**config.mk**
```make
export PLATFORM = sky130hd
export DESIGN_NAME = serial_word_adder
export DESIGN_NICKNAME = d
export VERILOG_FILES = /design/src/rtl/serial_word_adder.sv
export SDC_FILE = /design/constraint.sdc
export NUM_CORES = 1
export LEC_CHECK = 0
export ABC_AREA = 0
export CAP_MARGIN = 20
export CORE_MARGIN = 2
export CORE_UTILIZATION = 55
export CTS_BUF_LIST = sky130_fd_sc_hd__clkbuf_8
export DETAILED_ROUTE_END_ITERATION = 16
export PLACE_DENSITY = 0.88
export SYNTH_ARGS = -nofsm -noshare
export SYNTH_HDL_FRONTEND = slang
export SYNTH_SLANG_ARGS = --single-unit
```
**constraint.sdc**
```tcl
create_clock -name clk -period 2.98 [get_ports clk]
set_clock_uncertainty 0.15 [all_clocks]
set_input_delay 0.596 -clock clk [delete_from_list [all_inputs] [get_ports clk]]
set_output_delay 0.596 -clock clk [all_outputs]
set_load 0.02 [all_outputs]
```
**src/rtl/serial_word_adder.sv**
```systemverilog
// Bit-serial LSB-first word adder: accumulates WIDTH operand bit pairs through a carry flop
// and shift register, then presents the sum and carry-out behind a valid/ready handshake.
module serial_word_adder #(
    parameter int unsigned WIDTH = 8,
    localparam int unsigned CNT_W = $clog2(WIDTH)
) (
    input  logic             clk,
    input  logic             rst_n,
    input  logic             i_start,
    input  logic             i_a_bit,
    input  logic             i_b_bit,
    input  logic             i_bit_valid,
    output logic [WIDTH-1:0] o_sum_out,
    output logic             o_cout,
    output logic             o_out_valid,
    input  logic             i_out_ready,
    output logic             o_busy
);

    typedef enum logic [1:0] {StIdle, StShift, StDone} state_e;

    state_e             r_state;
    logic               r_carry;
    logic [CNT_W-1:0]   r_count;
    logic [WIDTH-1:0]   r_shreg;
    logic [WIDTH-1:0]   r_sum;
    logic               r_cout;
    logic               r_valid;
    logic               r_busy;

    logic               w_s;
    logic               w_carry_next;
    logic               w_last;
    logic [WIDTH-1:0]   w_shreg_next;

    always_comb begin
        w_s          = i_a_bit ^ i_b_bit ^ r_carry;
        w_carry_next = (i_a_bit & i_b_bit) | (i_a_bit & r_carry) | (i_b_bit & r_carry);
        w_last       = (r_count == CNT_W'(WIDTH - 1));
        w_shreg_next = {w_s, r_shreg[WIDTH-1:1]};
    end

    always_ff @(posedge clk or negedge rst_n) begin
        if (!rst_n) begin
            r_state <= StIdle;
            r_carry <= 1'b0;
            r_count <= '0;
            r_shreg <= '0;
            r_sum   <= '0;
            r_cout  <= 1'b0;
            r_valid <= 1'b0;
            r_busy  <= 1'b0;
        end else begin
            unique case (r_state)
                StIdle: begin
                    if (i_start) begin
                        r_state <= StShift;
                        r_carry <= 1'b0;
                        r_count <= '0;
                        r_shreg <= '0;
                        r_busy  <= 1'b1;
                    end
                end
                StShift: begin
                    // bit_valid low is a full stall: nothing advances
                    if (i_bit_valid) begin
                        r_carry <= w_carry_next;
                        r_shreg <= w_shreg_next;
                        if (w_last) begin
                            r_sum   <= w_shreg_next;
                            r_cout  <= w_carry_next;
                            r_valid <= 1'b1;
                            r_busy  <= 1'b0;
                            r_count <= '0;
                            r_state <= StDone;
                        end else begin
                            r_count <= r_count + 1'b1;
                        end
                    end
                end
                StDone: begin
                    if (i_out_ready) begin
                        r_valid <= 1'b0;
                        if (i_start) begin
                            r_state <= StShift;
                            r_carry <= 1'b0;
                            r_count <= '0;
                            r_shreg <= '0;
                            r_busy  <= 1'b1;
                        end else begin
                            r_state <= StIdle;
                        end
                    end
                end
                default: r_state <= StIdle;
            endcase
        end
    end

    assign o_sum_out   = r_sum;
    assign o_cout      = r_cout;
    assign o_out_valid = r_valid;
    assign o_busy      = r_busy;

endmodule

```
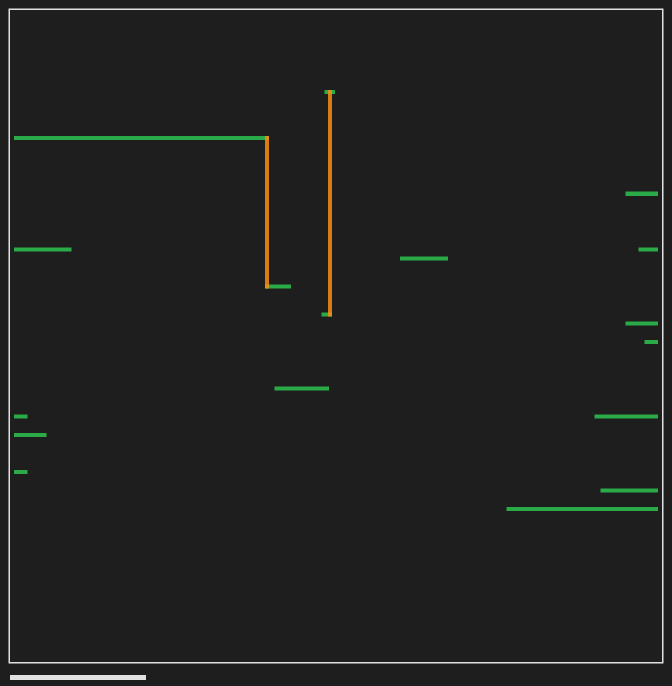
Run 1: wiring by layer
Scale bar: 10 um. Only two layers are drawn.
met3 -> green  # wire length 59.8 um
met4 -> orange  # wire length 27.2 um

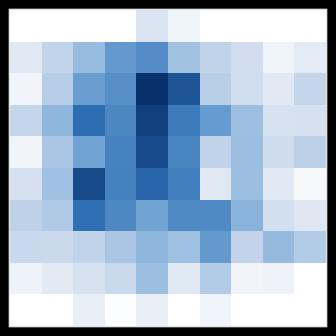
Run 1: wire density map
The die is cut into 10 by 10 equal tiles; white is low, dark blue is high, scaled to the fullest tile. Values are wire area over tile area, all layers added.
densest ninth of the die = centre
mean over tiles = 0.13
emptiest ninth of the die = north-east
nearly empty tiles = 16%
tiles over half the peak = 25%

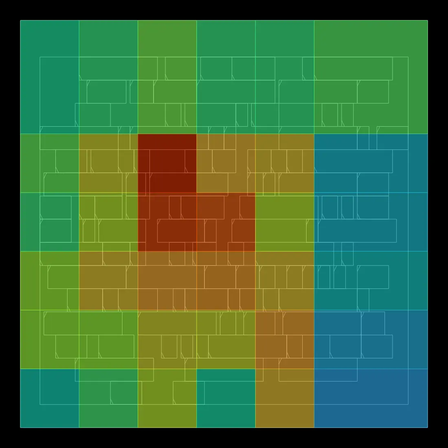
Run 1: routing congestion map
GR peak layer: met2
Final Core Density: 72.48%
met3 Track Usage GR: 3.396%

==> results.cfg, run 1 <==
; generated from flow reports
[outcome]
status = finished, final reports clean

[logic_synthesis]
async_reset_ff_share_pct = 100.0
synthXorXnorAreaFrac_pct = 0
synth_nets = 103
syn_area_um2 = 1056
yosysTopAreaCell = dfrtp_1
synth_cell_types = 25
syn_inst = 93
mux_share_pct = 4.621
synth.logic.top_family = simple AND/OR/NAND/NOR gates
ys_area_um2 = 1056
ys_cells = 93
synth.avg_cell_area_um2 = 11.35
synth_adder_area_share_pct = 4.265
top_area_share_pct = 56.87
area_leaders = dfrtp_1 (57%), o21ai_0 (8.1%), inv_1 (4.3%)
most_common_cell = dfrtp_1
yosysWarnings = 0
ys_sh_simple_pct = 15.40

[cells_and_area]
finalInstanceArea_um2 = 1279
seq_area_um2 = 600.6
sh_comb_area_pct = 29.65
nNetsFinal = 122
clock_buffers = 3
diodes = 0
fin_cells = 135
area_growth_pct = 21.09
comb_cells = 52
clock_area_share_pct = 3.229
sh_seq_area_pct = 46.97
n_all_buffers = 18

[global_route]
grt_remaining_overflow = 0
track_usage_pct = 19.34
grt_pass1_wl_um = 3029
antenna_found_initial = 0
first_global_vias = 660
grt_use_met1_pct = 27.52
use_met2_pct = 29.33

[pwr]
vdd_ir_drop_max_mv = 0.5438
p_per_area_nw_per_um2 = 939.9

[sta]
drv_slew = 0
period_used_pct = 75.23
grt_setup_unrepaired = false
slew_headroom_pct = 51.98
setup-violations-final = 0
setup_ws_ps = 738.3
worstMarginPinSlew_ps = 720.3
tns_ps = 0
hold_violations = 0
period_minus_slack_ps = 2242

[hold_path]
holdPathEnd = o_sum_out[2]$_DFFE_PN0P_
min_from = o_sum_out[2]$_DFFE_PN0P_

[floorplanning]
taps = 25
fp_util_pct = 59.86
core_area_um2 = 1764
chipArea_um2 = 2287
boundaryPins = 18
die_y_um = 47.82

[setup_path]
max_stage_delay_ps = 600
cp_cell_sequence = clkdlybuf4s50_1 > nor2b_4 > o32ai_2 > mux2_2
worstReg2RegStart = r_state[1]$_DFFE_PN0P_
critPathLaunchType = primary input
cp_slowest_cell = o32ai_2
r2r_end = r_count[0]$_DFFE_PN0P_
path_delay_family = AND-OR/OR-AND gates
crit_path_start = i_out_ready
cp_num_buf_inv = 1
rrSetupSlack_ps = 1020
cp_max_fo = 11
crit_required_ps = 2980
crit_end = r_count[0]$_DFFE_PN0P_
worstSetupPathType = in2reg
worst-r2r-cell-count = 3

[placement]
place_ws_ps = 474.7
hpwl_um = 1340
detailed_place.area_um2 = 1237
finalWeightedCongestion = 0.8130
placed_cells = 132
port_buffers = 17

[clocking]
htreeDepth = 1
cts.path.max_buffers = 2
cts.sinks = 24
ctsHoldBuffers = 0
path_clk_slew_ps = 80
cts_inserted_buffers = 3
tritoncts = yes
cts.repair.resized = 0

[route]
antenna_left = 0
drt-pass1-iter-count = 4
first_iter_violations = 7
totalWireLength_um = 1860
met1_length_um = 845
viasPerCell = 5.459
vias = 737
post_drt_wl_per_cell_um = 13.78

[run]
drv_cap = 0
warning_count = 26
## run 1: power breakdown
part           internal (mW)  leakage, nW  total [mW]  switching (mW)
Combinational          0.234        0.238       0.483           0.249
Sequential             0.455        0.307       0.532          0.0765
Clock                 0.0903       0.0216       0.187          0.0966
Total                  0.780        0.567        1.20           0.422
## run 1: cells in the final DEF, fill, tap and decap left out
cell type	n
mux2_2	3
inv_2	1
nor3b_1	1
nand4b_1	3
ha_1	2
nand2_1	8
or4_1	6
a32oi_1	1
nand2b_2	1
o21ai_0	17
dfrtp_1	24
or2_2	1
clkbuf_8	3
inv_1	12
nor3_1	2
clkdlybuf4s50_1	17
o21a_1	1
nor2b_4	1
mux2_4	1
buf_4	1
a21oi_1	1
o32ai_2	1
fa_1	1
nand4b_2	1
Run 1, close-up of the layout:
Scale bar: 5 um. Region (26, 26) to (46, 46) um. Cells in grey, sequential cells in the stronger grey; small squares are vias.
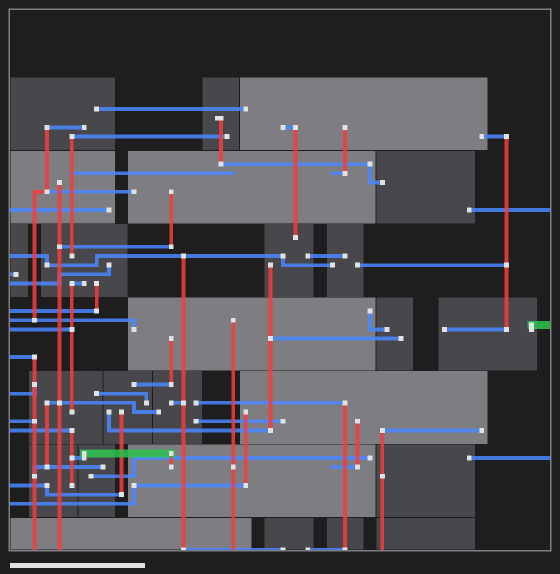

==> run 2, diff against run 1 <==
- CORE_UTILIZATION: 55 -> 48
- PLACE_DENSITY: 0.88 -> 0.82
- clock period: 2.98 -> 1.9 ns (I/O delays scaled with it)
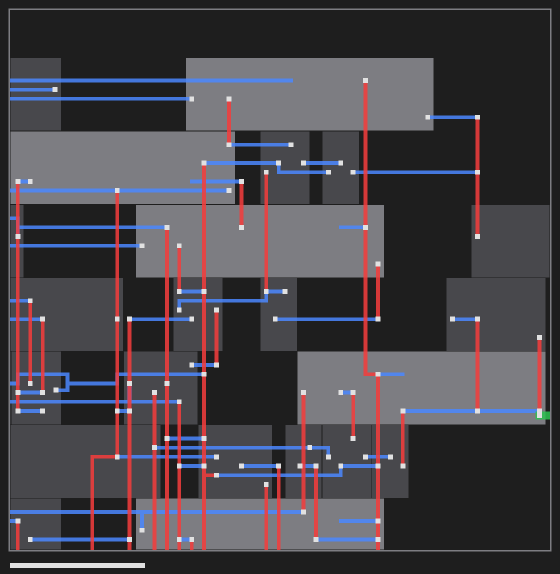
Run 2: close-up of the layout
Scale bar: 5 um. Region (28, 28) to (48, 48) um. Cells in grey, sequential cells in the stronger grey; small squares are vias.
met3 -> green
met2 -> red
met1 -> blue
cells with their middle in the window = 21
netlist names of flops here include = o_sum_out (2), r_shreg (2)
most frequent = dfrtp_1 (5), o21ai_0 (4), clkdlybuf4s50_1 (3)
sequential cells in the window = 5

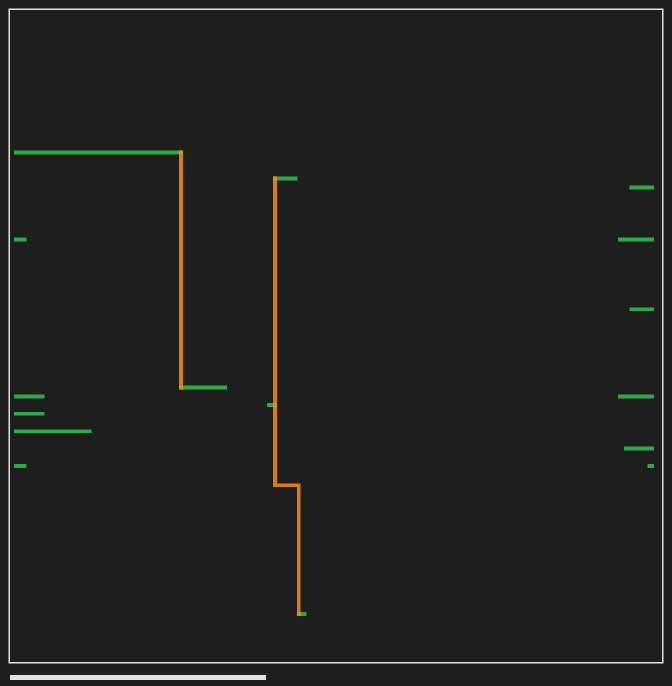
Run 2: wiring by layer
Scale bar: 20 um. Only two layers are drawn.
met3 -> green  # wire length 40.2 um
met4 -> orange  # wire length 54.2 um

==> run 2 against run 1 <==
Combinational power grew 61%. Final cell count increased by 6.7%. Highest routed layer unchanged. Core utilization down 5.4 points. Sequential share of layout area fell by 2.7 points. Critical path depth fell by 3. First-iteration DRC count is 71% higher. Area after synthesis stayed put. Worst hold slack got worse by 14 ps. Via count rose by 3.5%. Sequential power grew 58%. Synthesized cell count is the same.
==> results.cfg, run 2 <==
; generated from flow reports
[pwr]
p_per_area_nw_per_um2 = 1527
pwr-share-comb_pct = 37.6
power.share.clock_pct = 21.9
p_seq_mw = 0.839
pg_comb_mw = 0.778
total_power_mw = 2.071
sw_frac_of_total_pct = 33.04
leakage_nw = 0.6085
seq_power_share_pct = 40.5
p_switching_mw = 0.6843
clock_net_power_mw = 0.454
power.group.top = registers
vdd_ir_drop_max_mv = 0.7545
p_int_mw = 1.387

[placement]
port_buffers = 17
hpwl_um = 1378
place_ws_ps = -70.03
detailed_place.area_um2 = 1285
finalWeightedCongestion = 0.7667
placed_cells = 140

[sta]
period_minus_slack_ps = 1789
drv_slew = 0
holdWs_ps = 318.6
period_used_pct = 94.14
worstMarginPinSlew_ps = 391.9
setup_ws_ps = 111.3
grt_setup_unrepaired = false
max_freq_mhz = 559.1
tns_ps = 0
hold_violations = 0
slew_headroom_pct = 73.87
setup-violations-final = 0

[global_route]
first_global_vias = 781
grt_use_met1_pct = 24.71
grt.met3_usage_pct = 2.632
track_usage_pct = 18.92
grt_max_degree = 25
use_met2_pct = 30.09
antenna_found_initial = 0
busiest_layer = met2
grt_pass1_wl_um = 3567
grt_remaining_overflow = 0

[route]
post_drt_wl_per_cell_um = 14.08
vias = 763
met1_length_um = 936
totalWireLength_um = 2027
viasPerCell = 5.299
drt-pass1-iter-count = 3
antenna_left = 0
first_iter_violations = 12

[logic_synthesis]
yosysWarnings = 0
synth_adder_area_share_pct = 4.265
seq_area_frac_synth_pct = 56.87
ys_cells = 93
area_leaders = dfrtp_1 (57%), o21ai_0 (8.1%), inv_1 (4.3%)
syn_inst = 93
yosysTopAreaCell = dfrtp_1
async_reset_ff_share_pct = 100.0
most_common_cell = dfrtp_1
synthXorXnorAreaFrac_pct = 0
ys_sh_simple_pct = 15.40
synth.logic.top_family = simple AND/OR/NAND/NOR gates
mux_share_pct = 4.621
synth.avg_cell_area_um2 = 11.35
synth_nets = 103
flop_cell = dfrtp_1
synth-seq-cells = 24
top_cells_by_count = dfrtp_1 (24), o21ai_0 (17), inv_1 (12)
ys_area_um2 = 1056
top_area_share_pct = 56.87
synth_cell_types = 25
syn_area_um2 = 1056

[setup_path]
path_delay_family = buffers and inverters
cp_slowest_cell = clkdlybuf4s50_1
cp_max_fo = 2
cp-end-kind = output port
cp_cell_sequence = clkdlybuf4s50_1
cp_num_buf_inv = 1
crit_required_ps = 1370
critPathLaunchType = register
critPathArrivalTime_ps = 1260
worstSetupPathType = reg2out
max_stage_delay_ps = 610

[cells_and_area]
area_growth_pct = 28.44
sh_seq_area_pct = 44.28
post-route-util_pct = 67.08
n_all_buffers = 24
finalInstanceArea_um2 = 1356
comb_cells = 52
diodes = 0
final_cell_mix = dfrtp_1 (24), o21ai_0 (17), clkdlybuf4s50_1 (17)
clock_buffers = 3
layout.area.top_class = flip-flops and latches
nFillCells = 170
layout_top_cell = dfrtp_1
sh_comb_area_pct = 27.95
final-comb-area_um2 = 379.1
fin_cells = 144
seq_area_um2 = 600.6
nNetsFinal = 128
clock_area_share_pct = 5.258
flop-count = 24

[hold_path]
hold_class = in2async

[clocking]
path_clk_slew_ps = 90
htreeDepth = 1
tritoncts = yes
cts.sinks = 24
ctsHoldBuffers = 0
ctsRootBufferMaster = clkbuf_8
cts_inserted_buffers = 3
postCtsSetupRepairBufs = 0
cts.repair.resized = 0
cts.path.max_buffers = 2

[floorplanning]
die_w_um = 50.91
taps = 27
chipArea_um2 = 2591
fp_util_pct = 52.23
core_area_um2 = 2022
boundaryPins = 18
die_y_um = 50.91

[outcome]
status = finished, final reports clean

[run]
drv_cap = 0
warning_count = 26
==> run 2: cell counts after synthesis <==
Identical to the previous run, type by type.
==> run 2: worst paths after layout <==
| check | from | end | slack, ps | cells past startpoint |
|---|---|---|---|---|
| min reg2reg | o_sum_out[2]$_DFFE_PN0P_ | o_sum_out[2]$_DFFE_PN0P_ | 330 | 2 |
| min in group clk | o_sum_out[2]$_DFFE_PN0P_ | o_sum_out[2]$_DFFE_PN0P_ | 330 | 2 |
| max reg2reg | r_state[1]$_DFFE_PN0P_ | r_count[0]$_DFFE_PN0P_ | 190 | 3 |
| min | rst_n | r_shreg[3]$_DFFE_PN0P_ | 320 | 2 |
| max | o_out_valid$_DFFE_PN0P_ | o_out_valid | 110 | 1 |
| max in group asynchronous | rst_n | r_shreg[1]$_DFFE_PN0P_ | 1050 | 2 |
==> run 3, diff against run 2 <==
- CTS_CLUSTER_DIAMETER: not set -> 80
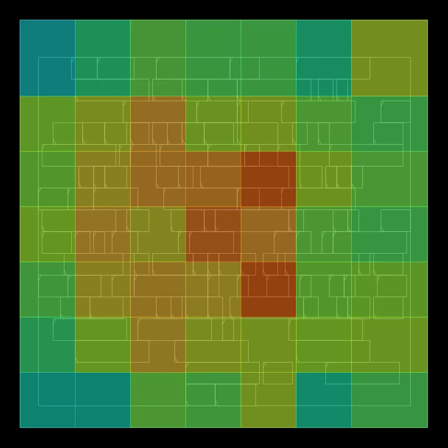
Run 3: routing congestion map
met1 GRT Util: 24.71%
wire per inst: 14.08 um

==> run 3 against run 2 <==
Global-route usage unchanged. Clock power about the same. Via count unchanged. Synthesized cell count unchanged. Worst hold slack unchanged. Critical endpoint unchanged. Count of clock-buffer cells in the layout unchanged. Wire length unchanged. Largest power group unchanged. First-iteration DRC count unchanged. Combinational power about the same. Non-clock buffer count unchanged. Final cell count unchanged.
==> results.cfg, run 3 <==
; generated from flow reports
[logic_synthesis]
synth_nets = 103
synthXorXnorAreaFrac_pct = 0
synth_adder_area_share_pct = 4.265
yosysTopAreaCell = dfrtp_1
synth-seq-cells = 24
most_common_cell = dfrtp_1
area_leaders = dfrtp_1 (57%), o21ai_0 (8.1%), inv_1 (4.3%)
yosysWarnings = 0
syn_area_um2 = 1056
async_reset_ff_share_pct = 100.0
synth_cell_types = 25
syn_inst = 93
synth.logic.top_family = simple AND/OR/NAND/NOR gates
ys_sh_simple_pct = 15.40
flop_cell = dfrtp_1
ys_cells = 93
synth.avg_cell_area_um2 = 11.35
top_cells_by_count = dfrtp_1 (24), o21ai_0 (17), inv_1 (12)
top_area_share_pct = 56.87
seq_area_frac_synth_pct = 56.87

[setup_path]
cp.depth = 1
cp_slowest_cell = clkdlybuf4s50_1
crit_required_ps = 1370
worst-r2r-cell-count = 3
max_stage_delay_ps = 610
cp_cell_sequence = clkdlybuf4s50_1
cp-end-kind = output port
critPathLaunchType = register
cp_max_fo = 2
rrSetupSlack_ps = 190
worstReg2RegStart = r_state[1]$_DFFE_PN0P_
path_delay_family = buffers and inverters
r2r_end = r_count[0]$_DFFE_PN0P_
crit_end = o_out_valid
worstSetupPathType = reg2out
cp_num_buf_inv = 1
critPathArrivalTime_ps = 1260
crit_path_start = o_out_valid$_DFFE_PN0P_

[sta]
max_freq_mhz = 559.1
period_minus_slack_ps = 1789
holdWs_ps = 318.6
slew_headroom_pct = 73.87
setup-violations-final = 0
tns_ps = 0
worstMarginPinSlew_ps = 391.9
setup_ws_ps = 111.3
grt_setup_unrepaired = false
hold_violations = 0
period_used_pct = 94.14

[cells_and_area]
finalInstanceArea_um2 = 1356
nNetsFinal = 128
layout.area.top_class = flip-flops and latches
nFillCells = 170
diodes = 0
layout_top_cell = dfrtp_1
n_all_buffers = 24
clock_buffers = 3
post-route-util_pct = 67.08
area_growth_pct = 28.44
sh_seq_area_pct = 44.28
seq_area_um2 = 600.6
sh_comb_area_pct = 27.95
flop-count = 24
final-comb-area_um2 = 379.1
final_cell_mix = dfrtp_1 (24), o21ai_0 (17), clkdlybuf4s50_1 (17)
comb_cells = 52

[route]
antenna_left = 0
vias = 763
totalWireLength_um = 2027
viasPerCell = 5.299
first_iter_violations = 12
drt-pass1-iter-count = 3

[clocking]
cts.path.max_buffers = 2
cts.sinks = 24
postCtsSetupRepairBufs = 0
tritoncts = yes
htreeDepth = 1
ctsHoldBuffers = 0
cts.repair.resized = 0
path_clk_slew_ps = 90

[placement]
hpwl_um = 1378
place_ws_ps = -70.03
finalWeightedCongestion = 0.7667
port_buffers = 17
placed_cells = 140
detailed_place.area_um2 = 1285

[run]
drv_cap = 0
warning_count = 26

[pwr]
pwr-share-comb_pct = 37.6
vdd_ir_drop_max_mv = 0.7545
power.share.clock_pct = 21.9
leakage_nw = 0.6085
total_power_mw = 2.071
p_per_area_nw_per_um2 = 1527
sw_frac_of_total_pct = 33.04
p_int_mw = 1.387
seq_power_share_pct = 40.5
p_switching_mw = 0.6843

[global_route]
grt_remaining_overflow = 0
grt_pass1_wl_um = 3567
first_global_vias = 781
use_met2_pct = 30.09
grt.met3_usage_pct = 2.632
track_usage_pct = 18.92
grt_max_degree = 25

[floorplanning]
die_y_um = 50.91
die_w_um = 50.91
boundaryPins = 18
fp_util_pct = 52.23
chipArea_um2 = 2591

[outcome]
status = finished, final reports clean

[hold_path]
hold_class = in2async
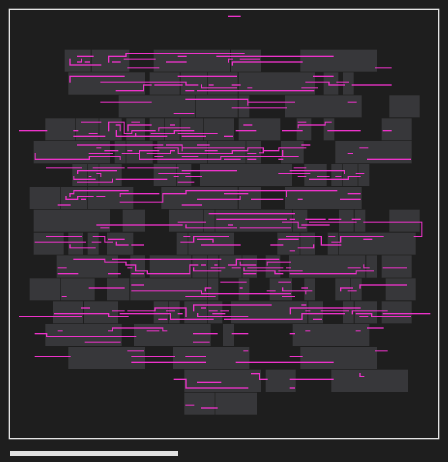
Run 3: M1 wires
Scale bar: 20 um.
share of all routed wire = 46%
main direction = horizontal
wire length on this layer = 936 um

-- run 3: cell counts after synthesis --
Identical to the previous run, type by type.
-- run 3: power by group through the flow --
stage                     clock, mW  combinational [mW]  sequential, mW
after CTS                     0.458               0.786           0.842
after global placement            0               0.758           0.834
after floorplan                   0               0.412           0.912
after detailed placement          0               0.782           0.851
final                         0.454               0.778           0.839
after global routing          0.482               0.872           0.865
-- run 3: metal layers --
| metal | share of wire, % | vias to the layer above |
|---|---|---|
| met3 | 2.0 | 5 |
| met4 | 2.7 | 0 |
| li1 | - | 367 |
| met2 | 49 | 15 |
| met5 | 0 | - |
| met1 | 46 | 376 |
-- run 3: worst register-to-register path, delay by kind of cell, from the launching register on --
kind	cells	cell delay (ps)
multiplexers	1	380
flip-flops	1	530
AND/OR/NAND/NOR	1	200
AND-OR/OR-AND	1	360
No activity file was given, so power comes from the tool's default toggle rates.
